### Placed cells, one color a class, run 1

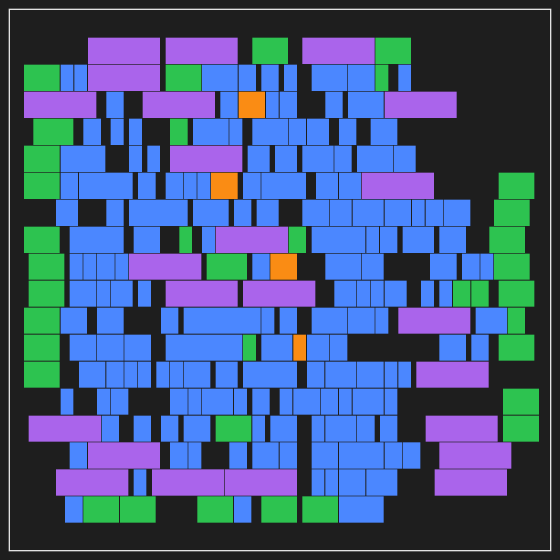
### Routing congestion, run 1

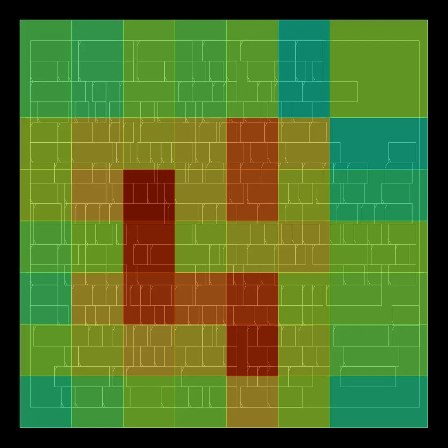
### Routed metal per tile, run 1

The bar under the picture is 20 µm long. The die is cut into 11 by 11 equal tiles; dark blue is low, red is high, scaled to the fullest tile. Values are wire area over tile area, all layers added.
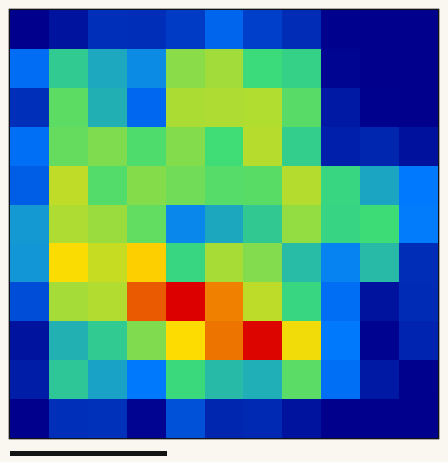
### Cell density map, run 1

The bar under the picture is 20 µm long. The die is cut into 11 by 11 equal tiles; dark blue is low, red is high, 0 to 100% covered.
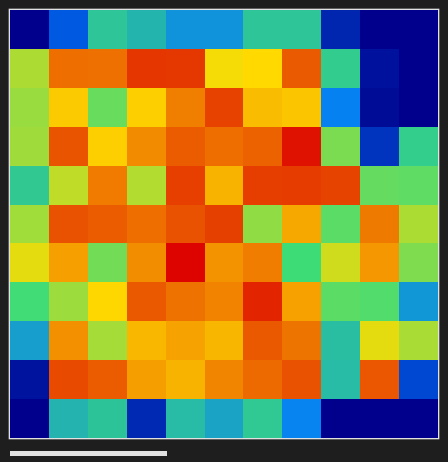
==> src/rtl/cook_timer_ctrl_if.sv <==
// Keypad, command, door and display/status signals of the cook timer.
// The master side (keypad panel and door switch) drives commands; the slave side (timer controller) drives the display and status.
interface cook_timer_ctrl_if;
  logic       keypad_valid;
  logic [3:0] keypad_digit;
  logic       start;
  logic       stop;
  logic       clear;
  logic       door_closed;
  logic [3:0] sec_ones;
  logic [3:0] sec_tens;
  logic [3:0] min;
  logic       mag_on;
  logic       done;
  logic [1:0] state;

  modport master (
    output keypad_valid, keypad_digit, start, stop, clear, door_closed,
    input  sec_ones, sec_tens, min, mag_on, done, state
  );

  modport slave (
    input  keypad_valid, keypad_digit, start, stop, clear, door_closed,
    output sec_ones, sec_tens, min, mag_on, done, state
  );
endinterface

==> src/rtl/cook_timer_ctrl.sv <==
// Microwave cook timer: BCD M:SS entry by keypad, 1 s countdown, door interlock and magnetron enable.
// Every output comes straight from a register.
module cook_timer_ctrl #(
  parameter int TICKS_PER_SEC = 100
) (
  input logic              clk,
  input logic              reset,
  cook_timer_ctrl_if.slave bus
);
  localparam int PW = $clog2(TICKS_PER_SEC);
  localparam logic [PW-1:0] LAST_TICK = PW'(TICKS_PER_SEC - 1);

  typedef enum logic [1:0] {
    S_IDLE    = 2'd0,
    S_COOKING = 2'd1,
    S_PAUSED  = 2'd2,
    S_DONE    = 2'd3
  } state_t;

  state_t        r_state, w_state_next;
  logic [3:0]    r_ones, r_tens, r_min;
  logic [3:0]    w_ones_next, w_tens_next, w_min_next;
  logic [PW-1:0] r_presc, w_presc_next;
  logic          r_mag_on, r_done;

  logic [3:0]    w_dec_ones, w_dec_tens, w_dec_min;
  logic          w_borrow_ones, w_borrow_tens;
  logic          w_dec_zero, w_time_nz, w_tick, w_key_ok;

  // BCD decrement of M:SS; seconds tens wraps 0 -> 5.
  always_comb begin
    w_borrow_ones = (r_ones == 4'd0);
    w_dec_ones    = w_borrow_ones ? 4'd9 : r_ones - 4'd1;
    w_dec_tens    = r_tens;
    w_borrow_tens = 1'b0;
    if (w_borrow_ones) begin
      if (r_tens == 4'd0) begin
        w_dec_tens    = 4'd5;
        w_borrow_tens = 1'b1;
      end else begin
        w_dec_tens = r_tens - 4'd1;
      end
    end
    w_dec_min  = w_borrow_tens ? r_min - 4'd1 : r_min;
    w_dec_zero = ({w_dec_min, w_dec_tens, w_dec_ones} == 12'h000);
  end

  assign w_time_nz = |{r_min, r_tens, r_ones};
  assign w_tick    = (r_presc == LAST_TICK);
  assign w_key_ok  = bus.keypad_valid && (bus.keypad_digit <= 4'd9);

  always_comb begin
    w_state_next = r_state;
    w_ones_next  = r_ones;
    w_tens_next  = r_tens;
    w_min_next   = r_min;
    w_presc_next = r_presc;
    case (r_state)
      S_IDLE: begin
        if (bus.clear) begin
          {w_min_next, w_tens_next, w_ones_next} = 12'h000;
        end else if (bus.start && bus.door_closed && w_time_nz) begin
          w_state_next = S_COOKING;
          w_presc_next = '0;
        end else if (w_key_ok) begin
          w_min_next  = r_tens;
          w_tens_next = r_ones;
          w_ones_next = bus.keypad_digit;
        end
      end
      S_COOKING: begin
        if (bus.clear) begin
          w_state_next = S_IDLE;
          w_presc_next = '0;
          {w_min_next, w_tens_next, w_ones_next} = 12'h000;
        end else if (!bus.door_closed || bus.stop) begin
          w_state_next = S_PAUSED;
        end else begin
          w_presc_next = w_tick ? '0 : r_presc + 1'b1;
          if (w_tick) begin
            w_min_next  = w_dec_min;
            w_tens_next = w_dec_tens;
            w_ones_next = w_dec_ones;
            if (w_dec_zero) w_state_next = S_DONE;
          end
        end
      end
      S_PAUSED: begin
        if (bus.clear) begin
          w_state_next = S_IDLE;
          w_presc_next = '0;
          {w_min_next, w_tens_next, w_ones_next} = 12'h000;
        end else if (bus.start && bus.door_closed) begin
          w_state_next = S_COOKING;
          w_presc_next = '0;
        end
      end
      default: begin
        {w_min_next, w_tens_next, w_ones_next} = 12'h000;
        if (bus.clear || !bus.door_closed) w_state_next = S_IDLE;
      end
    endcase
  end

  always_ff @(posedge clk) begin
    if (reset) begin
      r_state  <= S_IDLE;
      r_ones   <= 4'd0;
      r_tens   <= 4'd0;
      r_min    <= 4'd0;
      r_presc  <= '0;
      r_mag_on <= 1'b0;
      r_done   <= 1'b0;
    end else begin
      r_state  <= w_state_next;
      r_ones   <= w_ones_next;
      r_tens   <= w_tens_next;
      r_min    <= w_min_next;
      r_presc  <= w_presc_next;
      r_mag_on <= (w_state_next == S_COOKING);
      r_done   <= (w_state_next == S_DONE);
    end
  end

  assign bus.sec_ones = r_ones;
  assign bus.sec_tens = r_tens;
  assign bus.min      = r_min;
  assign bus.mag_on   = r_mag_on;
  assign bus.done     = r_done;
  assign bus.state    = r_state;
endmodule

==> src/flat_wrapper.sv <==
// flat-port wrapper written by rule: the top's interface ports become plain ports
module cook_timer_ctrl_flat 
#(
  parameter int TICKS_PER_SEC = 100
)
  (clk, reset, bus_keypad_valid, bus_keypad_digit, bus_start, bus_stop, bus_clear, bus_door_closed, bus_sec_ones, bus_sec_tens, bus_min, bus_mag_on, bus_done, bus_state);
  cook_timer_ctrl_if bus_i ();
  input logic clk;
  input logic reset;
  input wire logic [$bits(bus_i.keypad_valid)-1:0] bus_keypad_valid;
  input wire logic [$bits(bus_i.keypad_digit)-1:0] bus_keypad_digit;
  input wire logic [$bits(bus_i.start)-1:0] bus_start;
  input wire logic [$bits(bus_i.stop)-1:0] bus_stop;
  input wire logic [$bits(bus_i.clear)-1:0] bus_clear;
  input wire logic [$bits(bus_i.door_closed)-1:0] bus_door_closed;
  output wire logic [$bits(bus_i.sec_ones)-1:0] bus_sec_ones;
  output wire logic [$bits(bus_i.sec_tens)-1:0] bus_sec_tens;
  output wire logic [$bits(bus_i.min)-1:0] bus_min;
  output wire logic [$bits(bus_i.mag_on)-1:0] bus_mag_on;
  output wire logic [$bits(bus_i.done)-1:0] bus_done;
  output wire logic [$bits(bus_i.state)-1:0] bus_state;
  assign bus_i.keypad_valid = bus_keypad_valid;
  assign bus_i.keypad_digit = bus_keypad_digit;
  assign bus_i.start = bus_start;
  assign bus_i.stop = bus_stop;
  assign bus_i.clear = bus_clear;
  assign bus_i.door_closed = bus_door_closed;
  assign bus_sec_ones = bus_i.sec_ones;
  assign bus_sec_tens = bus_i.sec_tens;
  assign bus_min = bus_i.min;
  assign bus_mag_on = bus_i.mag_on;
  assign bus_done = bus_i.done;
  assign bus_state = bus_i.state;
  cook_timer_ctrl #(.TICKS_PER_SEC(TICKS_PER_SEC)) u_core (.clk(clk), .reset(reset), .bus(bus_i));
endmodule
==> config.mk <==
export PLATFORM = sky130hd
export DESIGN_NAME = cook_timer_ctrl_flat
export DESIGN_NICKNAME = d
export VERILOG_FILES = /design/src/rtl/cook_timer_ctrl_if.sv /design/src/rtl/cook_timer_ctrl.sv /design/src/flat_wrapper.sv
export SDC_FILE = /design/constraint.sdc
export NUM_CORES = 1
export LEC_CHECK = 0
export CORE_UTILIZATION = 56
export DETAILED_ROUTE_END_ITERATION = 8
export GPL_TIMING_DRIVEN = 0
export PLACE_DENSITY = 0.94
export SYNTH_ARGS = -nofsm -noshare
export SYNTH_HDL_FRONTEND = slang
export SYNTH_SLANG_ARGS = --single-unit
==> constraint.sdc <==
create_clock -name clk -period 4 [get_ports clk]
set_input_delay 0.4 -clock clk [delete_from_list [all_inputs] [get_ports clk]]
set_output_delay 0.4 -clock clk [all_outputs]
set_load 0.01 [all_outputs]
==> impl_metrics.py, run 1 <==
# Flow results
metrics = {
    "worst_hold_path": {
        "hold_depth": 2,
        "hold_start": "u_core.r_presc[1]$_SDFFE_PP0P_",
        "holdPathEnd": "u_core.r_presc[1]$_SDFFE_PP0P_",
        "hp-class": "flop to flop",
    },
    "layout": {
        "stdcell_count": 253,
        "largest_register_ffs": 7,
        "top_register": "u_core.r_presc",
        "fin_nets": 238,
        "nFillCells": 201,
        "n_antenna_cell": 0,
    },
    "timing": {
        "skew_ps": 10.17,
        "grt_setup_unrepaired": "no",
        "worst_slack_ps": 1727,
        "fin_crit_ps": 2273,
        "hold_viol": 0,
        "final.setup.tns_ps": 0,
        "worst_slew_pin_slew_ps": 782.8,
        "finalCritPeriodShare_pct": 56.83,
        "slew_headroom_pct": 47.82,
        "slew_violations": 0,
        "max_freq_mhz": 439.9,
        "finalSetupViolCount": 0,
    },
    "setup_path": {
        "cp_max_fo": 10,
        "cp-startpoint": "bus_clear",
        "endpoint_kind": "flop",
        "crit_type": "input pin to flop",
        "required_ps": 4240,
        "worst_path_max_delay_cell": "nor3_1",
        "r2r_slack_ps": 1740,
        "start_kind": "input pin",
        "reg2regPathDepth": 7,
        "crit-reg2reg-capture": "u_core.bus.sec_tens[3]$_SDFFE_PP0P_",
        "critPathArrivalTime_ps": 2520,
        "cp-endpoint": "u_core.bus.min[0]$_SDFFE_PP0P_",
        "r2r-start": "u_core.bus.min[0]$_SDFFE_PP0P_",
    },
    "placed_design": {
        "place_hpwl_um": 2717,
        "dpl.cell_count": 249,
        "postPlaceCellArea_um2": 1838,
        "io_buffers": 26,
        "place_ws_ps": 1442,
        "place_congestion": 0.8702,
    },
    "synthesis": {
        "fp_nets": 207,
        "synthTopLogicFamily": "simple AND/OR/NAND/NOR gates",
        "top_cells_by_area": "dfxtp_1 (30%), nand2_1 (5.8%), a21oi_1 (4.5%)",
        "flop_cell": "dfxtp_1",
        "syn_area_per_cell_um2": 7.980,
        "compound_area_share_pct": 27.29,
        "adder_share_pct": 2.437,
        "yosysUniqueCellTypes": 49,
        "ys_chip_area_um2": 1540,
        "ys_ff": 23,
        "synth-edff-count": 0,
        "mux_area_share_pct": 0.6499,
        "syn-cell-area_um2": 1540,
        "syn_inst": 193,
        "yosysWarningCount": 0,
        "largest_area_cell": "dfxtp_1",
        "synth-async-reset-ratio_pct": 0,
        "ys_sh_xor_pct": 1.137,
        "postSynthSeqShare_pct": 29.89,
        "ys_cells": 193,
    },
    "outcome": {
        "outcome": "completed",
    },
    "routing": {
        "dr.pass1.iters": 5,
        "drc": 0,
        "drt-vias-per-instance": 6.328,
    },
    "floorplanning": {
        "die_x_um": 54.45,
        "die_h_um": 54.45,
        "die_area_um2": 2964,
        "ios": 27,
    },
    "power_and_ir_drop": {
        "power_uw": 514.8,
        "p_per_area_nw_per_um2": 276.2,
        "ir_worst_vdd_mv": 0.2067,
        "leakage_nw": 0.6833,
    },
    "global_routing": {
        "gr-total-overflow": 0,
        "grt_max_degree": 13,
        "antenna_found_initial": 0,
        "grt_pass1_vias": 1353,
        "grt_pass1_wl_um": 6051,
    },
    "flow_run": {
        "openroad.warnings": 27,
        "cap_violations": 0,
    },
    "clock_network": {
        "insertion_delay_ps": 310,
        "cts_resized": 0,
        "clockBufferDepth": 2,
        "post_cts_buffers": 0,
        "cts_tree": "yes",
        "cts_hold_buf": 0,
    },
}
Back to the opening pictures, 'Placed cells, one color a class':
green -> other buffers and delay cells  # cells 36, share of their area 17%
blue -> all other logic  # cells 160, share of their area 56%
orange -> clock drivers and dummy loads  # cells 4, share of their area 1.4%
purple -> flip-flops  # cells 23, share of their area 25%
Final Core Density: 73.25%
final instance area: 1864 µm²
row count: 18
Seq area share: 24.70%

Back to the opening pictures, 'Routing congestion':
grt met2 use: 45.93%
GRT Util Overall: 27.68%
grt met1 use: 38.33%

Back to the opening pictures, 'Routed metal per tile':
mean over tiles = 0.20
emptiest ninth of the die = upper right
nearly empty tiles = 13%
post-DR wirelength/cell: 14.96 µm
routed vias: 1601

Back to the opening pictures, 'Cell density map':
mean over tiles = 62%
densest ninth of the die = center
emptiest ninth of the die = upper right
tiles over 75% full = 48%
Core ar.: 2545 µm²
fp_density: 60.52%

==> run 1: layout make-up <==
class                           instances  area, µm²  area share (%)
Clock buffer                            4      26.28           1.409
Inverter                                6      22.52           1.208
Multi-Input combinational cell        154      998.5           53.56
Tap cell                               30      37.54           2.013
Timing Repair Buffer                   26      260.3           13.96
Sequential cell                        23      460.4           24.70
Buffer                                 10      58.81           3.154
==> run 1: layout by cell type, fill, tap and decap left out, types with 5 or more instances in the layout <==
cell type	synthesis	layout
nand2_1	24	24
dfxtp_1	23	23
o21ai_0	12	12
nor3_1	8	8
inv_1	6	6
nor3b_1	7	7
nand3_1	10	10
clkdlybuf4s50_1	0	26
a32o_1	5	5
a21oi_1	14	14
nor2_1	16	16
==> run 1: cells in the mapped netlist (2+ instances only) <==
library cell and number:
nor2_1 16, nand2b_1 2, a311oi_1 2, buf_2 4, nor3_1 8, o21ai_0 12
o21bai_1 2, nand3_1 10, nor4_4 2, nand2_1 24, nor2b_1 2, a32o_1 5
buf_6 2, inv_1 6, a21o_1 2, ha_1 3, dfxtp_1 23, a221oi_2 4
and3_1 3, and2_1 3, a21oi_1 14, o31ai_1 4, or4_1 3, nand4_1 3
nor3b_1 7, clkbuf_1 3, o211ai_1 2
==> run 1: per-layer routing <==
metal	part of all wire [%]	up-vias	global-route usage, %	wire length (µm)
met1	46	754	38.33	1739
li1	-	789	-	-
met4	0.29	0	5.556	11
met2	48	56	45.93	1816
met5	0	-	0	0
met3	5.7	2	3.056	217
==> run 1: worst max-delay path, delay by kind of cell <==
kind,cells,cell delay (ps)
AND/OR/NAND/NOR,2,840
buffers and inverters,2,750
AND-OR/OR-AND,3,540
==> run 1: where the power goes <==
part           switching [mW]  internal [mW]
sequential             0.0133          0.237
combinational          0.0861         0.0699
clock                  0.0698         0.0389
total                   0.169          0.346
==> run 2, diff against run 1 <==
- CORE_UTILIZATION: 56 -> 47
- PLACE_DENSITY: 0.94 -> 0.85
- clock period: 4 -> 2 ns (I/O delays scaled with it)
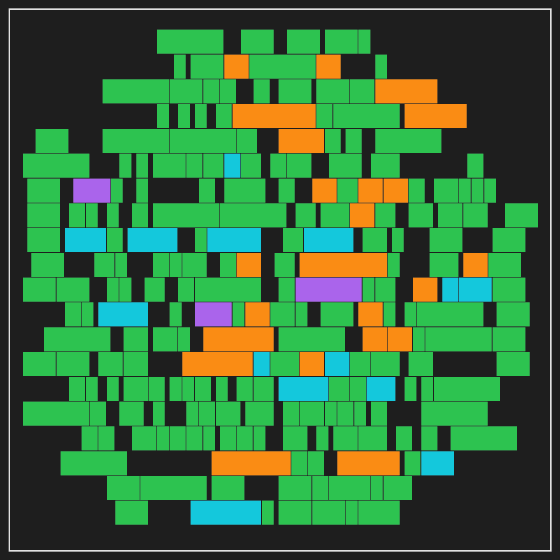
*Sizing map, run 2*
orange -> drive 3 to 4  # cells 23, share 9.9%, most used buf_4
purple -> drive 6 and up  # cells 3, share 1.3%, most used buf_6
cyan -> drive 2  # cells 14, share 6.0%, most used a221oi_2
green -> drive 1 or less  # cells 192, share 83%, most used clkdlybuf4s50_1
Non-clock buffers: 45
final instance area: 2054 µm²

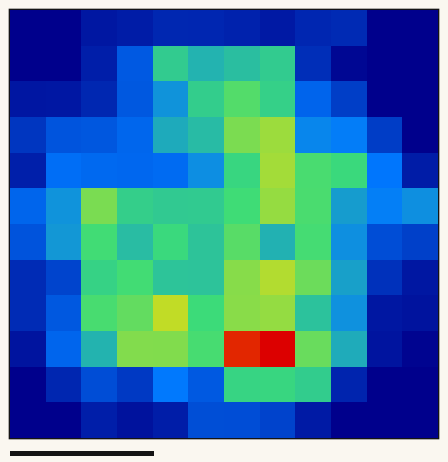
*Routed metal per tile, run 2*
The bar under the picture is 20 µm long. The die is cut into 12 by 12 equal tiles; dark blue is low, red is high, scaled to the fullest tile. Values are wire area over tile area, all layers added.
fullest tile = 0.76
mean over tiles = 0.21
tiles over half the peak = 19%
post-DR wirelength/cell: 15.76 µm
routed vias: 1678
Total Wirelength: 4350 µm
GRT Util Overall: 25.02%

==> impl_metrics.py, run 2 <==
# Flow results
metrics = {
    "power_and_ir_drop": {
        "pg_seq_uw": 501,
        "p_int_uw": 733.1,
        "p_per_area_nw_per_um2": 540.5,
        "p_seq_share_pct": 45.1,
        "power_mw": 1.111,
        "largestPowerGroup": "registers",
        "ir_worst_vdd_mv": 0.2907,
        "p_sw_share_pct": 33.99,
        "leakage_nw": 0.7524,
        "combPwrFrac_pct": 34.5,
        "p_clk_uw": 226,
        "pwr-share-clk_pct": 20.4,
        "comb_power_uw": 383,
        "switchingPower_uw": 377.4,
    },
    "clock_network": {
        "insertion_delay_ps": 330,
        "clockBufferDepth": 2,
        "cts_tree": "yes",
    },
    "global_routing": {
        "antenna_found_initial": 0,
        "grt_pass1_wl_um": 6658,
        "gr-total-overflow": 0,
        "grt_max_degree": 14,
    },
    "synthesis": {
        "ys_sh_xor_pct": 1.137,
        "syn_inst": 193,
        "ys_cells": 193,
        "yosysUniqueCellTypes": 49,
        "most_common_cell": "nand2_1",
        "yosysWarningCount": 0,
        "postSynthSeqShare_pct": 29.89,
        "synthSimpleGateAreaFrac_pct": 33.31,
        "synth-edff-count": 0,
        "mux_area_share_pct": 0.6499,
        "compound_area_share_pct": 27.29,
        "largest_area_cell": "dfxtp_1",
        "ys_chip_area_um2": 1540,
        "top_cells_by_area": "dfxtp_1 (30%), nand2_1 (5.8%), a21oi_1 (4.5%)",
        "syn_area_per_cell_um2": 7.980,
        "synthTopLogicFamily": "simple AND/OR/NAND/NOR gates",
        "ys_ff": 23,
        "flop_cell": "dfxtp_1",
        "fp_nets": 207,
        "top_cells_by_count": "nand2_1 (24), dfxtp_1 (23), nor2_1 (16), a21oi_1 (14), o21ai_0 (12)",
        "syn-cell-area_um2": 1540,
        "adder_share_pct": 2.437,
        "synth-async-reset-ratio_pct": 0,
    },
    "setup_path": {
        "endpoint_kind": "flop",
        "cp_max_fo": 8,
        "crit_type": "flop to flop",
        "required_ps": 2280,
        "start_kind": "flop",
        "reg2regPathDepth": 8,
    },
    "placed_design": {
        "dpl.cell_count": 263,
        "place_congestion": 0.8887,
        "postPlaceCellArea_um2": 1856,
        "place_hpwl_um": 2650,
        "io_buffers": 26,
    },
    "layout": {
        "largest_register_ffs": 7,
        "layout_top_cell": "clkdlybuf4s50_1",
        "top_register": "u_core.r_presc",
        "layout_top_cells": "clkdlybuf4s50_1 (26), nand2_1 (24), dfxtp_1 (21)",
        "n_antenna_cell": 0,
        "fin_nets": 247,
        "stdcell_count": 276,
    },
    "flow_run": {
        "cap_violations": 0,
        "openroad.warnings": 27,
    },
    "floorplanning": {
        "die_x_um": 59.25,
        "die_h_um": 59.25,
        "die_area_um2": 3510,
        "core.rowCount": 20,
    },
    "worst_hold_path": {
        "hold_depth": 2,
        "hp-class": "flop to flop",
    },
    "timing": {
        "max_freq_mhz": 501.0,
        "slew_headroom_pct": 63.93,
        "fin_crit_ps": 1996,
        "finalCritPeriodShare_pct": 99.80,
        "worst_slew_pin_slew_ps": 541.0,
        "skew_ps": 5.227,
        "slew_violations": 0,
        "final.setup.tns_ps": 0,
        "finalSetupViolCount": 0,
    },
    "routing": {
        "dr.pass1.iters": 4,
        "final_antenna_net_count": 0,
        "drt_iter0_markers": 114,
    },
    "outcome": {
        "outcome": "completed",
    },
}
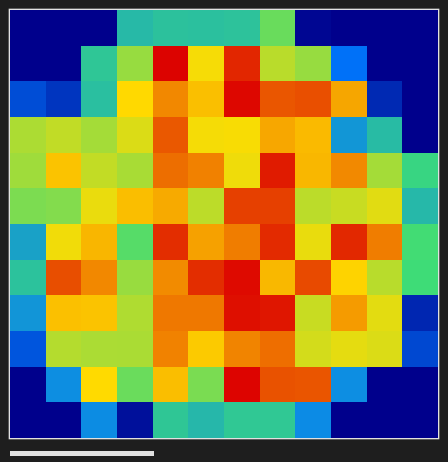
*Cell density map, run 2*
The bar under the picture is 20 µm long. The die is cut into 12 by 12 equal tiles; dark blue is low, red is high, 0 to 100% covered.
nearly empty tiles = 15%
mean over tiles = 57%
densest ninth of the die = center
emptiest ninth of the die = upper right
fp_density: 50.04%
Core ar.: 3078 µm²
Final Core Density: 66.75%

[run 2: cell counts after synthesis]
Identical to the previous run, type by type.
[run 2: cell type report]
class / count / area (µm²)
well taps: 44 / 55.05
plain buffers: 10 / 66.31
clock buffers: 3 / 22.52
fillers: 258 / 1023
clock inverters: 1 / 5.005
multi-input cells: 154 / 1077
flip-flops and latches: 23 / 465.4
repair buffers: 35 / 340.3
inverters: 6 / 22.52
[run 2: worst max-delay path: stages, from the launching register on]
cell      delay, ps
dfxtp_1         350
clkbuf_2        190
nor4_4          360
buf_4           180
buf_4           150
and2_2          200
a21oi_1          90
o31a_1          320
nor2_1          100
[run 2: what timing repair did]
item,in CTS,in global routing
resized,6,15
setup buffers,5,4
setup endpoints to repair,17,17
hold buffers,0,0
pin swaps,3,1
[run 2: path summary, 6_finish.rpt]
check / from / end / slack, ps
setup / recovery: u_core.bus.sec_ones[1]$_SDFFE_PP0P_ / u_core.bus.done$_SDFF_PP0_ / 4
hold / removal: u_core.r_presc[1]$_SDFFE_PP0P_ / u_core.r_presc[1]$_SDFFE_PP0P_ / 500
setup reg to reg: u_core.bus.sec_ones[1]$_SDFFE_PP0P_ / u_core.bus.done$_SDFF_PP0_ / 4
hold reg to reg: u_core.r_presc[1]$_SDFFE_PP0P_ / u_core.r_presc[1]$_SDFFE_PP0P_ / 500
[run 2: stage by stage]
stage                     worst slack [ps]  hold WS [ps]
final                                3.961         499.5
after global routing                -70.29         533.1
after CTS                            36.80         497.7
after detailed placement            -299.7         477.8
after global placement              -300.7         472.4
after floorplan                      62.02         372.4
[run 2: metal layers]
metal	wire length [µm]	track usage (%)	vias to the layer above
met5	0	0	-
met4	89	11.56	0
met3	389	3.712	9
met2	1987	37.08	88
met1	1883	35.48	775
li1	-	-	806
Power figures rest on the tool's default switching activity, not on a simulated workload.
